sizes.png
Scale: 3 px per um.
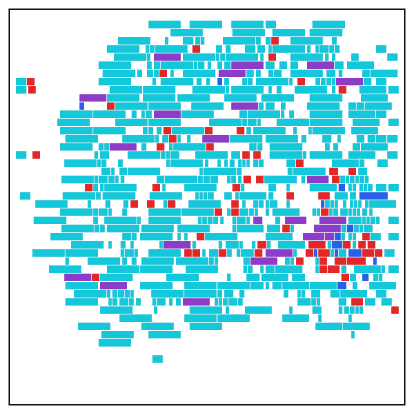
cell_density.png
Scale: 3 px per um. 13 x 13 tiles, from dark blue (low) to red (high), 0 to 100% covered.
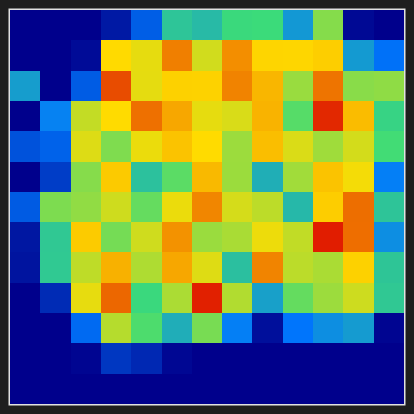
[src/rtl/uart_echo_fifo_if.sv]
// Echo-path handshake bundle: receive side from uart_rx, transmit side to uart_tx.
// The slave modport is the FIFO; the master modport is the surrounding UART logic.
interface uart_echo_fifo_if #(
    parameter int unsigned PAYLOAD_BITS = 8
);
    logic                    rx_valid;
    logic [PAYLOAD_BITS-1:0] rx_data;
    logic                    rx_break;
    logic                    tx_busy;
    logic                    tx_en;
    logic [PAYLOAD_BITS-1:0] tx_data;

    modport master (
        output rx_valid, rx_data, rx_break, tx_busy,
        input  tx_en, tx_data
    );

    modport slave (
        input  rx_valid, rx_data, rx_break, tx_busy,
        output tx_en, tx_data
    );
endinterface

[src/rtl/uart_echo_fifo.sv]
// Elastic byte buffer between uart_rx and uart_tx: queues received words and
// launches them one at a time, with sticky overflow and BREAK-flush flags.
module uart_echo_fifo #(
    parameter int unsigned PAYLOAD_BITS = 8,
    parameter int unsigned DEPTH        = 16,
    parameter int unsigned BUSY_TIMEOUT = 15
) (
    input  logic                     clk,
    input  logic                     resetn,
    input  logic                     clear,
    uart_echo_fifo_if.slave          bus,
    output logic [$clog2(DEPTH):0]   fifo_count,
    output logic                     overflow,
    output logic                     break_seen
);
    localparam int unsigned AW = $clog2(DEPTH);
    localparam int unsigned CW = AW + 1;
    localparam int unsigned TW = (BUSY_TIMEOUT > 1) ? $clog2(BUSY_TIMEOUT + 1) : 1;

    typedef enum logic [1:0] {
        IDLE,
        LAUNCH,
        WAIT_BUSY,
        WAIT_DONE
    } state_t;

    state_t                  state;
    state_t                  state_next;
    logic [PAYLOAD_BITS-1:0] mem [DEPTH];
    logic [AW-1:0]           wr_ptr;
    logic [AW-1:0]           rd_ptr;
    logic [TW-1:0]           timer;
    logic                    launch;
    logic                    full;
    logic                    push;
    logic                    drop;

    // A flush on this edge suppresses both the launch (pop) and any push.
    always_comb begin
        state_next = state;
        launch     = 1'b0;
        case (state)
            IDLE: begin
                if (fifo_count != '0 && !bus.tx_busy && !bus.rx_break) begin
                    launch     = 1'b1;
                    state_next = LAUNCH;
                end
            end
            LAUNCH: state_next = WAIT_BUSY;
            WAIT_BUSY: begin
                if (bus.tx_busy) begin
                    state_next = WAIT_DONE;
                end else if (timer == TW'(BUSY_TIMEOUT - 1)) begin
                    state_next = IDLE;
                end
            end
            WAIT_DONE: begin
                if (!bus.tx_busy) begin
                    state_next = IDLE;
                end
            end
            default: state_next = IDLE;
        endcase
    end

    always_comb begin
        full = (fifo_count == CW'(DEPTH));
        push = bus.rx_valid && !bus.rx_break && (!full || launch);
        drop = bus.rx_valid && !bus.rx_break && full && !launch;
    end

    always_ff @(posedge clk or negedge resetn) begin
        if (!resetn) begin
            state       <= IDLE;
            timer       <= '0;
            bus.tx_en   <= 1'b0;
            bus.tx_data <= '0;
        end else begin
            state     <= state_next;
            bus.tx_en <= launch;
            if (launch) begin
                bus.tx_data <= mem[rd_ptr];
            end
            // Timer runs only while waiting for busy; any other state clears it.
            if (state == WAIT_BUSY) begin
                timer <= timer + TW'(1);
            end else begin
                timer <= '0;
            end
        end
    end

    always_ff @(posedge clk) begin
        if (push) begin
            mem[wr_ptr] <= bus.rx_data;
        end
    end

    always_ff @(posedge clk or negedge resetn) begin
        if (!resetn) begin
            wr_ptr     <= '0;
            rd_ptr     <= '0;
            fifo_count <= '0;
        end else if (bus.rx_break) begin
            rd_ptr     <= wr_ptr;
            fifo_count <= '0;
        end else begin
            if (push) begin
                wr_ptr <= wr_ptr + AW'(1);
            end
            if (launch) begin
                rd_ptr <= rd_ptr + AW'(1);
            end
            case ({push, launch})
                2'b10:   fifo_count <= fifo_count + CW'(1);
                2'b01:   fifo_count <= fifo_count - CW'(1);
                default: fifo_count <= fifo_count;
            endcase
        end
    end

    always_ff @(posedge clk or negedge resetn) begin
        if (!resetn) begin
            overflow   <= 1'b0;
            break_seen <= 1'b0;
        end else begin
            if (drop) begin
                overflow <= 1'b1;
            end else if (clear) begin
                overflow <= 1'b0;
            end
            if (bus.rx_break) begin
                break_seen <= 1'b1;
            end else if (clear) begin
                break_seen <= 1'b0;
            end
        end
    end
endmodule

[src/flat_wrapper.sv]
// flat-port wrapper written by rule: the top's interface ports become plain ports
module uart_echo_fifo_flat 
#(
    parameter int unsigned PAYLOAD_BITS = 8,
    parameter int unsigned DEPTH        = 16,
    parameter int unsigned BUSY_TIMEOUT = 15
)
  (clk, resetn, clear, fifo_count, overflow, break_seen, bus_rx_valid, bus_rx_data, bus_rx_break, bus_tx_busy, bus_tx_en, bus_tx_data);
  uart_echo_fifo_if #(.PAYLOAD_BITS(PAYLOAD_BITS)) bus_i ();
  input  logic clk;
  input  logic resetn;
  input  logic clear;
  output logic [$clog2(DEPTH):0] fifo_count;
  output logic overflow;
  output logic break_seen;
  input wire logic [$bits(bus_i.rx_valid)-1:0] bus_rx_valid;
  input wire logic [$bits(bus_i.rx_data)-1:0] bus_rx_data;
  input wire logic [$bits(bus_i.rx_break)-1:0] bus_rx_break;
  input wire logic [$bits(bus_i.tx_busy)-1:0] bus_tx_busy;
  output wire logic [$bits(bus_i.tx_en)-1:0] bus_tx_en;
  output wire logic [$bits(bus_i.tx_data)-1:0] bus_tx_data;
  assign bus_i.rx_valid = bus_rx_valid;
  assign bus_i.rx_data = bus_rx_data;
  assign bus_i.rx_break = bus_rx_break;
  assign bus_i.tx_busy = bus_tx_busy;
  assign bus_tx_en = bus_i.tx_en;
  assign bus_tx_data = bus_i.tx_data;
  uart_echo_fifo #(.PAYLOAD_BITS(PAYLOAD_BITS), .DEPTH(DEPTH), .BUSY_TIMEOUT(BUSY_TIMEOUT)) u_core (.clk(clk), .resetn(resetn), .clear(clear), .bus(bus_i), .fifo_count(fifo_count), .overflow(overflow), .break_seen(break_seen));
endmodule
[config.mk]
export PLATFORM = sky130hd
export DESIGN_NAME = uart_echo_fifo_flat
export DESIGN_NICKNAME = d
export VERILOG_FILES = /design/src/rtl/uart_echo_fifo_if.sv /design/src/rtl/uart_echo_fifo.sv /design/src/flat_wrapper.sv
export SDC_FILE = /design/constraint.sdc
export NUM_CORES = 1
export LEC_CHECK = 0
export ABC_AREA = 1
export ABC_CLOCK_PERIOD_IN_PS = 2000
export CORE_MARGIN = 1.5
export CORE_UTILIZATION = 40
export DETAILED_ROUTE_END_ITERATION = 12
export PLACE_DENSITY = 0.66
export SETUP_SLACK_MARGIN = 0.02
export SLEW_MARGIN = 10
export SYNTH_ARGS = -nofsm -noshare
export SYNTH_HDL_FRONTEND = slang
export SYNTH_SLANG_ARGS = --single-unit
[constraint.sdc]
create_clock -name clk -period 2 [get_ports clk]
set_input_delay 0.4 -clock clk [delete_from_list [all_inputs] [get_ports clk]]
set_output_delay 0.4 -clock clk [all_outputs]
set_load 0.02 [all_outputs]
==> results.py <==
# Flow results
metrics = {
    "status": {
        "status": "finished, final reports clean",
    },
    "cts": {
        "cts_tree": "built",
        "clk_pin_slew_ns": 0.06,
        "insertion_delay_ns": 0.42,
        "cts_sinks": 158,
        "clockRootBuffer": "clkbuf_16",
        "cts.htree.levels": 4,
        "cts-resized-gates": 1,
        "clockBufferDepth": 2,
        "cts_hold_buf": 0,
        "post-cts-setup-buffer-count": 0,
        "cts_buffers": 17,
    },
    "yosys": {
        "synth-seq-cells": 158,
        "yosys-stat-cells": 530,
        "ff_type": "edfxtp_1",
        "aoi_share_pct": 13.0,
        "syn_avg_cell_area_um2": 12.4,
        "top_area_cell": "edfxtp_1",
        "edf_count": 128,
        "ys_sh_xor_pct": 0.798,
        "synth.distinct_cells": 38,
        "synth_simple_gate_area_share_pct": 11.3,
        "fa_ha_area_share_pct": 1.71,
        "yosys.stat.seqShare_pct": 69.8,
        "syn-num-nets": 553,
        "synthesis.area_mm2": 0.00659,
        "mux_area_share_pct": 0,
        "logic_family": "AND-OR/OR-AND gates",
        "yosysChipArea_mm2": 0.00659,
        "syn_inst": 530,
        "synth_warnings": 0,
        "topCellsByArea": "edfxtp_1 58%, dfrtp_1 11%, o21ai_0 5.3%",
    },
    "floorplan": {
        "taps": 216,
        "die_x_um": 131,
        "placeableCoreArea_mm2": 0.0160,
        "row_count": 46,
        "die_h_um": 131,
        "dieArea_mm2": 0.0172,
        "io-pin-count": 30,
    },
    "finish": {
        "multi_input_comb_cells": 318,
        "clockNetworkAreaShare_pct": 6.87,
        "n_all_inverters": 27,
        "top_area_cell_class": "registers",
        "seq_area_share_pct": 57.5,
        "seqCellArea_mm2": 0.00460,
        "largestRegisters": "u_core.mem (128), u_core.bus.tx_data (8), u_core.fifo_count (5)",
        "fillers": 1409,
        "diodes": 0,
        "instances_no_fill": 830,
        "top_register": "u_core.mem",
        "largest_reg_flops": 128,
        "nets": 624,
        "combAreaFraction_pct": 22.2,
        "nClkBuffers": 19,
        "drive_gt1_share_pct": 16.1,
        "lay_top_cells": "128 x edfxtp_1, 88 x nor2_1, 70 x o21ai_0",
        "layout_top_cell": "edfxtp_1",
        "combGateArea_mm2": 0.00177,
    },
    "power": {
        "internal_power_uw": 6880,
        "pg_clk_uw": 3010,
        "swShare_pct": 35.0,
        "maxPowerGroup": "registers",
        "power_density_mw_per_mm2": 1330,
        "finalPower_uw": 10600,
        "power.leakage_uw": 0.00286,
        "seq_power_share_pct": 40.1,
        "p_comb_share_pct": 31.5,
        "irDropWorstVdd_v": 0.000708,
        "p_clk_share_pct": 28.4,
        "comb_power_uw": 3340,
    },
    "placement": {
        "detailed_place.area_mm2": 0.00744,
        "dp_slack_ns": -0.302,
        "gp_congestion": 0.892,
        "io_buffers": 29,
        "hpwl_um": 10200,
        "dp_cells": 798,
    },
    "drt": {
        "drt_iter0_markers": 455,
        "drc": 0,
        "num_vias": 4416,
        "totalWireLength_um": 15300,
        "met2RoutedLength_um": 7500,
        "wl_met3_um": 1080,
        "via_per_inst": 5.32,
        "drt_pass1_iterations": 5,
    },
    "timing": {
        "hold_viol": 0,
        "slew_headroom_pct": 55.7,
        "slew_viol_final": 0,
        "hold_ws_ns": 0.363,
        "fin_skew_ns": 0.00742,
        "tns_ns": 0,
        "rsz0062_at_grt": "yes",
        "clock.fmax_mhz": 530,
        "period_needed_ns": 1.89,
    },
    "setup_path": {
        "startpoint": "bus_tx_busy",
        "rr_startpoint": "u_core.fifo_count[4]",
        "path_class": "in2reg",
        "cp.required_ns": 2.13,
        "r2r_slack_ns": 0.12,
        "max_stage_delay_ns": 0.47,
        "path_cells": "clkdlybuf4s50_1, nor2_4, nand3_4, nand2_4, nand2_4, inv_1, nand2_1, nor2_1, buf_4",
        "crit_fanout": 8,
        "reg2reg_depth": 9,
        "crit_buf_inv": 3,
        "endpoint_kind": "register",
        "arrival_ns": 2.02,
    },
    "global_routing": {
        "grtUsageMet1_pct": 24.0,
        "grt_pass1_wl_um": 24500,
        "grt_util_met3_pct": 4.98,
        "use_met2_pct": 30.9,
        "grt_usage_pct": 18.6,
        "antenna_found_initial": 0,
        "overflow": 0,
    },
    "hold_path": {
        "hp-class": "in2async",
    },
}
## Picture notes: sizes.png
_2 cells: drawn in blue, cells 14. _6 and larger: drawn in purple, cells 23. _0 and _1 cells: drawn in cyan, cells 515. _3 and _4 cells: drawn in red, cells 62.
bufs w/o clock: 79
final worst setup slack: 0.112 ns
Synth-to-Final Area Change: 21.3%
design area: 0.00799 mm^2

## Picture notes: cell_density.png
The emptiest ninth of the die: south-west. 23% of the tiles are nearly empty. The fullest tile reaches 97%. The mean over all tiles is 45%. 22% of the tiles are over 75% full.
Initial Util: 41.2%
post-layout util: 49.9%

==> synthesized netlist by cell type (11+ instances only) <==
library cell / n
buf_2: 11
clkbuf_1: 15
dfrtp_1: 30
edfxtp_1: 128
inv_1: 22
nand2_1: 37
nand3_1: 26
nor2_1: 88
o211ai_1: 11
o21ai_0: 70
o221ai_1: 22
o22ai_1: 12
==> worst max path at each step <==
| stage | to | slack (ns) | depth (start not counted) |
|---|---|---|---|
| final | u_core.mem[11][7] | 0.11 | 9 |
| after CTS | fifo_count[2] | 0.08 | 1 |
| after global placement | u_core.mem[12][0] | -0.29 | 9 |
| after detailed placement | u_core.mem[12][1] | -0.30 | 9 |
| after floorplan | u_core.mem[15][0] | 0.02 | 8 |
| after global routing | u_core.mem[11][7] | 0.01 | 9 |
Power figures rest on the tool's default switching activity, not on a simulated workload.
